`src/rtl/brisc_pkg.sv`:
```
`default_nettype none
// ---------------------------------------------------------------------------
// brisc_pkg : shared BRISC types (sequencer state encoding)      rev 1.0
// ---------------------------------------------------------------------------
package brisc_pkg;

  typedef enum logic [1:0] {
    SEQ_IDLE = 2'd0,
    SEQ_RUN  = 2'd1,
    SEQ_STEP = 2'd2,
    SEQ_HALT = 2'd3
  } seq_state_t;

endpackage
`default_nettype wire

```
`src/rtl/btn_debounce.sv`:
```
`default_nettype none
// ---------------------------------------------------------------------------
// btn_debounce : 2-FF sync, stability debounce, one-cycle rise pulse  rev 1.0
// ---------------------------------------------------------------------------
module btn_debounce #(
  parameter int DEBOUNCE_CYCLES = 1000000
) (
  input  logic clk,
  input  logic rst,
  input  logic btn,
  output logic pulse
);

  localparam int CW = (DEBOUNCE_CYCLES > 1) ? $clog2(DEBOUNCE_CYCLES) : 1;
  localparam logic [CW-1:0] LIMIT = CW'(DEBOUNCE_CYCLES - 1);

  logic [1:0]    sync_ff;
  logic [CW-1:0] cnt;
  logic          level;
  logic          level_d;

  // Level is accepted on the DEBOUNCE_CYCLES-th consecutive disagreeing cycle.
  always_ff @(posedge clk or posedge rst) begin
    if (rst) begin
      sync_ff <= 2'b00;
      cnt     <= '0;
      level   <= 1'b0;
      level_d <= 1'b0;
      pulse   <= 1'b0;
    end else begin
      sync_ff <= {sync_ff[0], btn};
      if (sync_ff[1] == level) begin
        cnt <= '0;
      end else if (cnt == LIMIT) begin
        level <= sync_ff[1];
        cnt   <= '0;
      end else begin
        cnt <= cnt + CW'(1);
      end
      level_d <= level;
      pulse   <= level & ~level_d;
    end
  end

endmodule
`default_nettype wire

```
`src/rtl/pipeline_sequencer.sv`:
```
`default_nettype none
// ---------------------------------------------------------------------------
// pipeline_sequencer : run/step/halt control, jump flush, cycle counter rev 1.0
// ---------------------------------------------------------------------------
module pipeline_sequencer
  import brisc_pkg::*;
#(
  parameter int DEBOUNCE_CYCLES = 1000000,
  parameter int CNT_W           = 16
) (
  input  logic             CLK,
  input  logic             RST,
  input  logic             load_done,
  input  logic             run_mode,
  input  logic             halt_req,
  input  logic             step_btn,
  input  logic             jump_en_E,
  output logic             pipe_en,
  output logic             ireg_flush,
  output logic [1:0]       state,
  output logic [CNT_W-1:0] cycle_count
);

  seq_state_t cur_state;
  seq_state_t nxt_state;
  logic       step_pulse;

  btn_debounce #(
    .DEBOUNCE_CYCLES (DEBOUNCE_CYCLES)
  ) u_step_debounce (
    .clk   (CLK),
    .rst   (RST),
    .btn   (step_btn),
    .pulse (step_pulse)
  );

  always_ff @(posedge CLK or posedge RST) begin
    if (RST) begin
      cur_state <= SEQ_IDLE;
    end else begin
      cur_state <= nxt_state;
    end
  end

  always_comb begin
    nxt_state = cur_state;
    pipe_en   = 1'b0;
    unique case (cur_state)
      SEQ_IDLE: begin
        if (load_done) begin
          if (halt_req)      nxt_state = SEQ_HALT;
          else if (run_mode) nxt_state = SEQ_RUN;
          else               nxt_state = SEQ_STEP;
        end
      end
      SEQ_RUN: begin
        pipe_en = 1'b1;
        if (!load_done)     nxt_state = SEQ_IDLE;
        else if (halt_req)  nxt_state = SEQ_HALT;
        else if (!run_mode) nxt_state = SEQ_STEP;
      end
      SEQ_STEP: begin
        // A pulse arriving in any other state is simply dropped.
        pipe_en = step_pulse;
        if (!load_done)    nxt_state = SEQ_IDLE;
        else if (halt_req) nxt_state = SEQ_HALT;
        else if (run_mode) nxt_state = SEQ_RUN;
      end
      SEQ_HALT: begin
        if (!load_done)     nxt_state = SEQ_IDLE;
        else if (!halt_req) nxt_state = run_mode ? SEQ_RUN : SEQ_STEP;
      end
      default: nxt_state = SEQ_IDLE;
    endcase
  end

  // Jump stays pending in execute while stalled, so flush only on an advance.
  assign ireg_flush = pipe_en & jump_en_E;
  assign state      = cur_state;

  always_ff @(posedge CLK or posedge RST) begin
    if (RST) begin
      cycle_count <= '0;
    end else if (cur_state == SEQ_IDLE && nxt_state != SEQ_IDLE) begin
      cycle_count <= '0;
    end else if (pipe_en) begin
      cycle_count <= cycle_count + CNT_W'(1);
    end
  end

endmodule
`default_nettype wire

```
`config.mk`:
```
export PLATFORM = sky130hd
export DESIGN_NAME = pipeline_sequencer
export DESIGN_NICKNAME = d
export VERILOG_FILES = /design/src/rtl/brisc_pkg.sv /design/src/rtl/btn_debounce.sv /design/src/rtl/pipeline_sequencer.sv
export SDC_FILE = /design/constraint.sdc
export NUM_CORES = 1
export LEC_CHECK = 0
export ABC_AREA = 1
export ABC_CLOCK_PERIOD_IN_PS = 3070
export CORE_UTILIZATION = 45
export CTS_BUF_LIST = sky130_fd_sc_hd__clkbuf_2
export CTS_CLUSTER_DIAMETER = 150
export DETAILED_ROUTE_END_ITERATION = 16
export PLACE_DENSITY = 0.66
export SYNTH_ARGS = -nofsm -noshare
export SYNTH_HDL_FRONTEND = slang
export SYNTH_SLANG_ARGS = --single-unit
```
`constraint.sdc`:
```
create_clock -name CLK -period 3.07 [get_ports CLK]
set_clock_uncertainty 0.2 [all_clocks]
set_input_delay 0.307 -clock CLK [delete_from_list [all_inputs] [get_ports CLK]]
set_output_delay 0.307 -clock CLK [all_outputs]
set_load 0.05 [all_outputs]
```
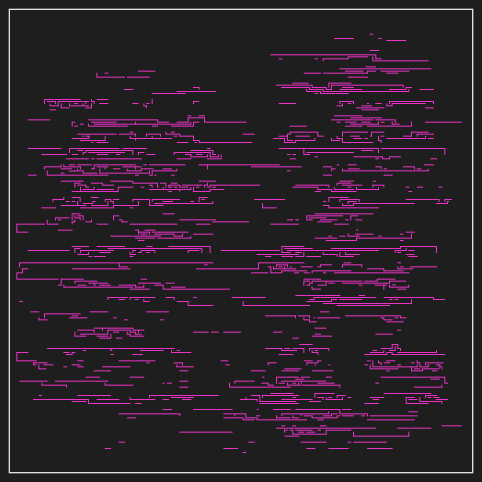
Fig. 1. Met1 routing (run 1).
Scale: 6 px per um.
share of all routed wire	46%
wire length on this layer	2310 um
longest straight run	32.2 um

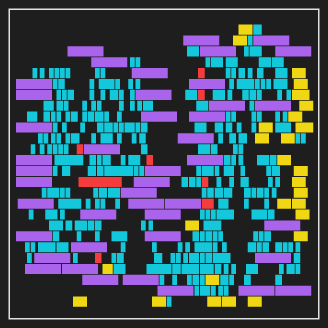
Fig. 2. Placed cells, one colour a class (run 1).
Scale: 4 px per um.
colour	class	cells
red	clock drivers and dummy loads	8
yellow	other buffers and delay cells	27
purple	flops	43
cyan	combinational and other logic	271

==> changes_impl.md, run 1 <==
### Metrics

- Vias: 2086
- Register-to-Register Setup Slack: 970 ps
- Critical Path Start Type: flop
- Max-area cell share: 42.5%
- Clk root buf: clkbuf_2
- Worst-margin pin slew: 1020 ps
- Syn_area_per_cell: 7.98 um^2
- Final Power: 1570 uW
- Commonest Layout Cell: nand2_1
- Stage-log warning count: 30
- # diodes: 0
- Final hold vios: 0
- Clock transition at path regs: 220 ps
- Commonest cells in the netlist: 74 x nand2_1, 43 x dfrtp_1, 39 x inv_1, 39 x nor2_1, 18 x nand3_1
- Inverter count: 46
- Simple share: 33.8%
- Comb power frac: 38.4%
- Clock power share: 21.3%
- Inserted Clock Buffers: 5
- Status: finished, final reports clean
- Crit share post-route: 85.7%
- CP Data Required Time: 2560 ps
- Yosys reg bits: 43
- HP Class: input port to async pin
- TritonCTS clock tree: done
- Psw: 668 uW
- Drt total wl: 4990 um
- Die Wd: 77.0 um
- Clk_lat worst skew: 420 ps
- Comb area share: 42.9%
- Crit Path Category: flop to primary output
- Layout filler cell count: 505
- CP max FO: 8
- Layout Nets: 362
- Seq_cells: 43
- Fraction of area in registers: 36.6%
- H-Tree Depth: 2
- FFs w/ async S/R, synth: 100%
- Sequential share of the synthesized area: 42.5%
- Initial DRC Count: 98
- Post-Syn Area: 2530 um^2
- Area fraction in mux cells: 0%
- Global route total overflow: 0
- Core ar.: 5270 um^2
- Largest cells by area: dfrtp_1 43%, nand2_1 11%, inv_1 5.8%
- Vias in the first global route: 1934
- Routed Antenna Nets: 0
- Worst R2R End: cycle_count[6]$_DFFE_PP0P_
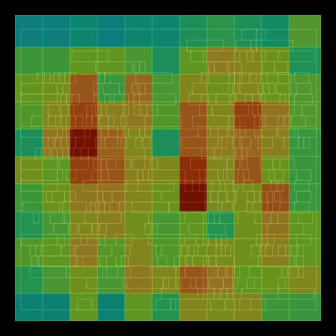
Fig. 3. Congestion heat map (run 1).
grt met2 use: 31.8%
drt wl/cell: 11.9 um
GRT Total Usage: 18.5%

[run 1: logic make-up (layout without fill, tap and decap cells)]
kind of cell | Yosys count | after routing
AND/OR/NAND/NOR | 173 | 173
buffers and inverters | 49 | 81
flip-flops | 43 | 43
AND-OR/OR-AND | 32 | 32
XOR/XNOR | 13 | 13
adder cells (fa/ha/maj) | 7 | 7
[run 1: critical path, stage by stage, from the launching register on]
cell and delay (ps):
dfrtp_1 500, inv_1 160, ha_1 200, nand2_1 60, nand2_1 90, nand2_2 150
inv_2 130, dlymetal6s2s_1 420
[run 1: power groups by stage]
stage | Combinational, uW | Sequential, uW | Clock (uW)
floorplan | 398 | 721 | 0
global placement | 606 | 640 | 0
global route | 657 | 638 | 371
finish | 604 | 632 | 335
detailed placement | 607 | 642 | 0
CTS | 610 | 632 | 347
[run 1: through the flow]
step	area [um^2]	cells	setup slack [ps]	hold WS (ps)
after global routing	2940	419	221	35.2
final	2940	419	438	66.4
after global placement	2870	411	598	136
after floorplan	2530	317	559	131
after CTS	2940	419	21.4	72.7
after detailed placement	2870	411	554	139
[run 1: routing by layer]
layer	vias up	routed length [um]	global-route usage, %	part of all wire, %
li1	1074	-	-	-
met2	47	2400	31.8	48
met5	-	0	0	0
met1	958	2310	22.5	46
met3	7	216	4.05	4.3
met4	0	64	7.17	1.3
[run 1: registers in the layout, summed over array words and instances, names as in the netlist]
signal,cells
u_step_debounce.cnt,20
cycle_count,16
state,2
u_step_debounce.sync_ff,2
u_step_debounce.level,1
u_step_debounce.level_d,1
u_step_debounce.pulse,1
[run 1: repair_timing]
| action | CTS | global route |
|---|---|---|
| gates resized | 0 | 2 |
| setup endpoints to repair | 0 | 2 |
| hold endpoints to repair | 0 | 0 |
Fig. 4: run 1, close-up of the layout
Window x 7 to 32, y 45 to 70 um. Cells in grey, sequential cells in the stronger grey; small squares are vias.
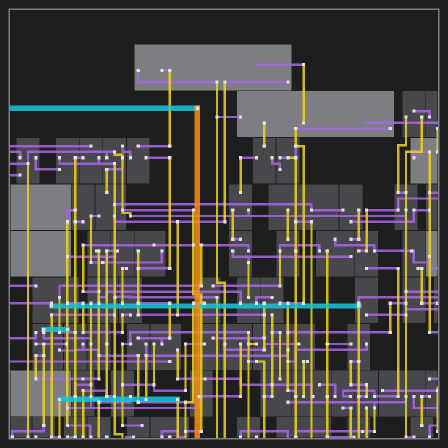

## Run 2: what changed since run 1
--- a/config.mk
+++ b/config.mk
@@ -6,12 +6,13 @@
 export NUM_CORES = 1
 export LEC_CHECK = 0
 export ABC_AREA = 1
-export ABC_CLOCK_PERIOD_IN_PS = 3070
+export ABC_CLOCK_PERIOD_IN_PS = 2300
+export CORE_ASPECT_RATIO = 1.4
 export CORE_UTILIZATION = 45
 export CTS_BUF_LIST = sky130_fd_sc_hd__clkbuf_2
 export CTS_CLUSTER_DIAMETER = 150
 export DETAILED_ROUTE_END_ITERATION = 16
-export PLACE_DENSITY = 0.66
+export PLACE_DENSITY = 0.68
 export SYNTH_ARGS = -nofsm -noshare
 export SYNTH_HDL_FRONTEND = slang
 export SYNTH_SLANG_ARGS = --single-unit
==> constraint.sdc (replaced) <==
create_clock -name CLK -period 2.3 [get_ports CLK]
set_clock_uncertainty 0.2 [all_clocks]
set_input_delay 0.23 -clock CLK [delete_from_list [all_inputs] [get_ports CLK]]
set_output_delay 0.23 -clock CLK [all_outputs]
set_load 0.05 [all_outputs]
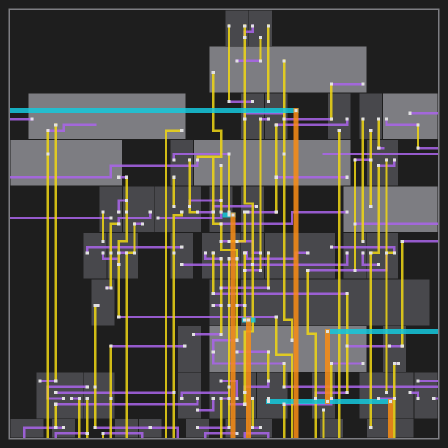
Fig. 5. Close-up of the layout (run 2).
Window x 4 to 29, y 56 to 81 um. Cells in grey, sequential cells in the stronger grey; small squares are vias.
colour	layer
purple	metal 1
yellow	metal 2
orange	metal 4
cyan	metal 3
most frequent	nand2_1 (10), nor2_1 (8), dfrtp_1 (6)
sequential cells in the window	6
cells with their middle in the window	41
netlist names of flops here include	`u_step_debounce.cnt` (6)

==> changes_impl.md, run 2 <==
### Metrics

- Worst-margin pin slew: 763 ps (-256 ps)
- Final hold vios: 0 (unchanged)
- Cell Pwr Density: 726 nW/um^2
- Syn_area_per_cell: 7.98 um^2 (unchanged)
- Largest area contributor in the netlist: dfrtp_1
- GRT Total Usage: 19.8% (+1.3 points)
- FFs w/ async S/R, synth: 100% (unchanged)
- CP Buf/Inv Count: 1 (-2)
- Clk root buf: clkbuf_2
- Commonest cells in the netlist: 74 x nand2_1, 43 x dfrtp_1, 39 x inv_1, 39 x nor2_1, 18 x nand3_1
- Worst path depth: 1 (-6)
- TritonCTS clock tree: done
- Fraction of area in registers: 35.6% (-0.98 points)
- Max-area cell share: 42.5% (unchanged)
- CTS max path bufs: 2
- Crit share post-route: 95.1%
- Routed Antenna Nets: 0 (unchanged)
- Cells in synth_stat.txt: 317
- Sequential share of the synthesized area: 42.5% (unchanged)
- Layout filler cell count: 507 (+0.40%)
- Initial DRC Count: 85 (-13%)
- Post-route insts no fill: 422 (+0.72%)
- Register-to-Register Setup Slack: 330 ps (-640 ps)
- Largest cells by area: dfrtp_1 43%, nand2_1 11%, inv_1 5.8%
- Inverter count: 46 (unchanged)
- Synthesized Nets: 331
- Comb area share: 42.0% (-0.91 points)
- Worst Hold Margin: 44.4 ps (-22.0 ps)
- Final Max Tran Viols: 0
- Yosys stat chip area: 2530 um^2
- Placed inst area: 2910 um^2 (+1.4%)
- CP Data Required Time: 1870 ps (-690 ps)
- Synthesized instance count: 317
- H-Tree Depth: 2 (unchanged)
- Syn. warnings: 0
- Crit Path Category: flop to primary output
- Critical path startpoint: cycle_count[5]$_DFFE_PP0P_
- Pin count of the biggest net entering global routing: 25
- Stage-log warning count: 30 (unchanged)
- Slowest-stage cell, CP: clkdlybuf4s50_1
- Top Family by Delay on Critical Path: buffers and inverters
- Dpl ws: 281 ps (-273 ps)
- Post-Syn Area: 2530 um^2 (unchanged)
- Yosys reg bits: 43 (unchanged)
- Seq_cells: 43 (unchanged)
- Global-route wire length before repair: 9220 um
- Buffers, non-clock: 34
- Final Instance Area: 3030 um^2 (+3.0%)
- Final setup margin: 112 ps (-325 ps)
- Critical-path cell list: clkdlybuf4s50_1
- Vias in the first global route: 2070 (+7.0%)
- Die Wd: 65.4 um (-15%)
- Status: finished, final reports clean
- CP max FO: 6 (-2)
- Reg with most FFs: u_step_debounce.cnt
- DP Cell Count: 408 (-0.73%)
- Critical Path Start Type: flop
- Drt total wl: 5080 um (+1.8%)
- Commonest Layout Cell: nand2_1
- Biggest registers after layout: u_step_debounce.cnt (20), cycle_count (16)
- Inserted Clock Buffers: 5 (unchanged)
- Max reg flops: 20 (unchanged)
- Worst R2R End: cycle_count[13]$_DFFE_PP0P_
- Clock transition at path regs: 230 ps (about the same)
- Vias per cell: 5.01
- Final non-clock buffer share: 11.8%
- Drt wl/cell: 12.0 um (+1.1%)
- Worst setup EP type: primary output
- # diodes: 0 (unchanged)
- DRC: 0
- Crit-path max cell delay: 840 ps (+340 ps)
- Vias: 2115 (+1.4%)
- Final Power: 2200 uW (+40%)
- Multi-input gates: 225
- Global route total overflow: 0 (unchanged)
- Clk_lat worst skew: 410 ps (about the same)
- Arrival time worst endpoint: 1760 ps
- Leakage: 0.00144 uW
- Peak supply drop: 0.410 mV
- Layout Nets: 369 (+1.9%)
- HP Class: input port to flop
- RR Startpoint: state[0]$_DFF_PP0_
- Core ar.: 5280 um^2 (about the same)
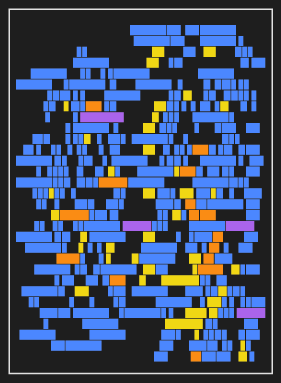
Fig. 6. Cells by drive strength (run 2).
Scale: 4 px per um.
colour	size	cells	share
yellow	_2 cells	40	11%
purple	_6 and larger	4	1.1%
orange	_3 and _4 cells	15	4.2%
blue	_0 and _1 cells	297	83%

## run 2: cell counts after synthesis
No cell type changed its count.
## run 2: kinds of logic (layout without fill, tap and decap cells)
kind of cell / count (synthesis) / count (layout) / share of synthesized area (%)
and+or+nand+nor: 173 / 173 / 33.8
buffers and inverters: 49 / 88 / 7.57
DFF: 43 / 43 / 42.5
AOI/OAI and AO/OA: 32 / 32 / 8.11
xor gates and xnor gates: 13 / 13 / 4.50
adders and majority gates: 7 / 7 / 3.46
## run 2: metal layers
metal	vias up	global-route usage [%]	wire [um]
met5	-	0	0
met4	0	6.70	101
met3	11	3.28	137
li1	1084	-	-
met2	28	36.1	2780
met1	992	22.6	2070
## run 2: worst min path at each step
stage,slack [ps],to,cells after the start,start
finish,40,u_step_debounce.sync_ff[0]$_DFF_PP0_,1,step_btn
global route,20,u_step_debounce.sync_ff[0]$_DFF_PP0_,1,step_btn
CTS,20,u_step_debounce.sync_ff[0]$_DFF_PP0_,1,step_btn
detailed placement,140,u_step_debounce.sync_ff[1]$_DFF_PP0_,0,u_step_debounce.sync_ff[0]$_DFF_PP0_
global placement,140,u_step_debounce.sync_ff[1]$_DFF_PP0_,0,u_step_debounce.sync_ff[0]$_DFF_PP0_
floorplan,60,u_step_debounce.sync_ff[0]$_DFF_PP0_,0,step_btn
## run 2: power by group
part	internal (uW)	total [uW]	switching [uW]
clock network	179	421	242
logic	312	944	632
registers	799	835	36.0
total	1290	2200	910
## run 2: what timing repair did
action	4_1_cts	5_1_grt
endpoints found under the hold margin	19	0
buffers inserted	2	3
pin swaps	0	1
hold buffers	1	0
setup endpoints to repair	2	3
gates resized	1	4
Fig. 7: run 2, met1 routing
Scale: 4 px per um.
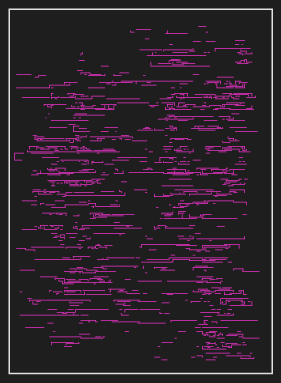

## Run 3: what changed since run 2
--- a/config.mk
+++ b/config.mk
@@ -12,6 +12,7 @@
 export CTS_BUF_LIST = sky130_fd_sc_hd__clkbuf_2
 export CTS_CLUSTER_DIAMETER = 150
 export DETAILED_ROUTE_END_ITERATION = 16
+export HOLD_SLACK_MARGIN = 0.12
 export PLACE_DENSITY = 0.68
 export SYNTH_ARGS = -nofsm -noshare
 export SYNTH_HDL_FRONTEND = slang
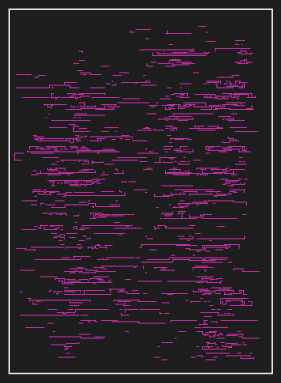
Fig. 8. Met1 routing (run 3).
Scale: 4 px per um.
main direction	horizontal
nets with wire on the layer	324

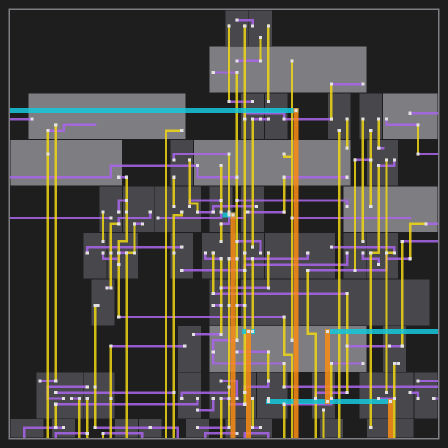
Fig. 9. Close-up of the layout (run 3).
Window x 4 to 29, y 56 to 81 um. Cells in grey, sequential cells in the stronger grey; small squares are vias.
colour	layer
yellow	metal 2
purple	metal 1
cyan	metal 3
orange	metal 4
most frequent	nand2_1 (10), nor2_1 (8), dfrtp_1 (6)
sequential cells in the window	6
netlist names of flops here include	`u_step_debounce.cnt` (6)
cells with their middle in the window	41

==> changes_impl.md, run 3 <==
### Metrics

- Vias per cell: 5.01 (about the same)
- Global-route wire length before repair: 9230 um (+0.15%)
- Final non-clock buffer share: 12.1% (+0.29 points)
- Crit-path max cell delay: 840 ps (about the same)
- Comb area share: 41.9% (-0.14 points)
- Row count: 31
- N_taps: 66
- Die Wd: 65.4 um (unchanged)
- Commonest Layout Cell: nand2_1
- Storage cell area: 1080 um^2
- Register-to-Register Setup Slack: 330 ps (about the same)
- Slowest-stage cell, CP: clkdlybuf4s50_1
- Max reg flops: 20 (unchanged)
- Peak supply drop: 0.409 mV (about the same)
- Multi-input gates: 225 (unchanged)
- Crit share post-route: 94.9% (-0.24 points)
- Fraction of area in registers: 35.5% (-0.12 points)
- Inverter count: 46 (unchanged)
- Arrival time worst endpoint: 1750 ps (about the same)
- Buffers, non-clock: 35 (+2.9%)
- Core ar.: 5280 um^2 (unchanged)
- Synthesized Nets: 331 (unchanged)
- Final Power: 2200 uW (about the same)
- Syn_area_per_cell: 7.98 um^2 (unchanged)
- GRT Total Usage: 19.8% (+0.026 points)
- Final hold vios: 0 (unchanged)
- Top Family by Delay on Critical Path: buffers and inverters
- Leakage: 0.00144 uW (+0.29%)
- Largest cells by area: dfrtp_1 43%, nand2_1 11%, inv_1 5.8%
- FFs w/ async S/R, synth: 100% (unchanged)
- Largest area contributor in the netlist: dfrtp_1
- Worst R2R End: cycle_count[13]$_DFFE_PP0P_
- Post-Syn Area: 2530 um^2 (unchanged)
- Worst-margin pin slew: 763 ps (-0.0703 ps)
- CP Data Required Time: 1870 ps (about the same)
- Status: finished, final reports clean
- Layout Nets: 370 (+0.27%)
- Routed Antenna Nets: 0 (unchanged)
- Vias in the first global route: 2076 (+0.29%)
- Worst Min Path Start: u_step_debounce.sync_ff[0]$_DFF_PP0_
- Max-area cell share: 42.5% (unchanged)
- Drt total wl: 5080 um (-0.18%)
- Biggest registers after layout: u_step_debounce.cnt (20), cycle_count (16)
- Vias: 2121 (+0.28%)
- Clock transition at path regs: 220 ps (about the same)
- Critical Path Start Type: flop
- Drt wl/cell: 12.0 um (-0.41%)
- RR Startpoint: state[0]$_DFF_PP0_
- Stage-log warning count: 30 (unchanged)
- Critical-path cell list: clkdlybuf4s50_1
- CTS max path bufs: 2 (unchanged)
- Layout filler cell count: 506 (-0.20%)
- Postcts setup bufs: 2 (unchanged)
- CTS hold repair buffers: 2 (+1)
- Final Max Tran Viols: 0 (unchanged)
- Worst setup EP type: primary output
- CP Buf/Inv Count: 1 (unchanged)
- Die Height: 90.7 um
- Inserted Clock Buffers: 5 (unchanged)
- Synthesized instance count: 317 (unchanged)
- Min-Delay Endpoint: u_step_debounce.sync_ff[1]$_DFF_PP0_
- Post-route insts no fill: 423 (+0.24%)
- Cell Pwr Density: 724 nW/um^2 (-0.30%)
- CP max FO: 6 (unchanged)
- DP Cell Count: 408 (unchanged)
- Cells in synth_stat.txt: 317 (unchanged)
- Hold depth: 0 (-1)
- Yosys stat chip area: 2530 um^2 (unchanged)
- Initial DRC Count: 98 (+15%)
- # diodes: 0 (unchanged)
- Reg with most FFs: u_step_debounce.cnt
- Pin count of the biggest net entering global routing: 25 (unchanged)
- TritonCTS clock tree: done
- Commonest cells in the netlist: 74 x nand2_1, 43 x dfrtp_1, 39 x inv_1, 39 x nor2_1, 18 x nand3_1
- Clk root buf: clkbuf_2
- Syn. warnings: 0 (unchanged)
- HP Class: flop to flop
- Fmax: 0.458 GHz
- Seq_cells: 43 (unchanged)
- H-Tree Depth: 2 (unchanged)
## run 3: cell counts after synthesis
Identical to the previous run, type by type.
## run 3: where the power goes
| group | leakage [uW] | internal, uW | switching (uW) |
|---|---|---|---|
| clock | 0.0000404 | 179 | 241 |
| sequential | 0.000587 | 799 | 36.0 |
| combinational | 0.000814 | 313 | 633 |
| total | 0.00144 | 1290 | 910 |
## run 3: logic make-up after synthesis
kind of cell | Yosys count | synth area share, %
and+or+nand+nor | 173 | 33.8
DFF | 43 | 42.5
adders and majority gates | 7 | 3.46
xor gates and xnor gates | 13 | 4.50
AOI/OAI and AO/OA | 32 | 8.11
buffers and inverters | 49 | 7.57
## run 3: worst max path at each step
| stage | from | end | slack, ps | depth (start not counted) |
|---|---|---|---|---|
| finish | cycle_count[5]$_DFFE_PP0P_ | cycle_count[5] | 120 | 1 |
| global route | cycle_count[5]$_DFFE_PP0P_ | cycle_count[5] | 10 | 1 |
| CTS | state[0]$_DFF_PP0_ | ireg_flush | 20 | 7 |
| detailed placement | state[0]$_DFF_PP0_ | cycle_count[13]$_DFFE_PP0P_ | 280 | 10 |
| global placement | state[0]$_DFF_PP0_ | cycle_count[6]$_DFFE_PP0P_ | 290 | 9 |
| floorplan | state[0]$_DFF_PP0_ | cycle_count[6]$_DFFE_PP0P_ | 180 | 7 |
## run 3: per-layer routing
metal  vias up  track usage, %  share of wire [%]
met3        11            3.28                2.7
met1       993            22.7                 41
met2        28            36.1                 55
li1       1089               -                  -
met4         0            6.70                2.0
met5         -               0                  0
## run 3: through the flow
step,util (%),cell area [um^2],hold WS (ps),setup slack (ps)
global placement,55.1,2910,135,291
detailed placement,55.1,2910,138,281
floorplan,-,2530,61.4,180
finish,57.6,3040,176,118
global route,57.6,3040,201,10.7
CTS,57.0,3010,181,16.8
Power figures rest on the tool's default switching activity, not on a simulated workload.
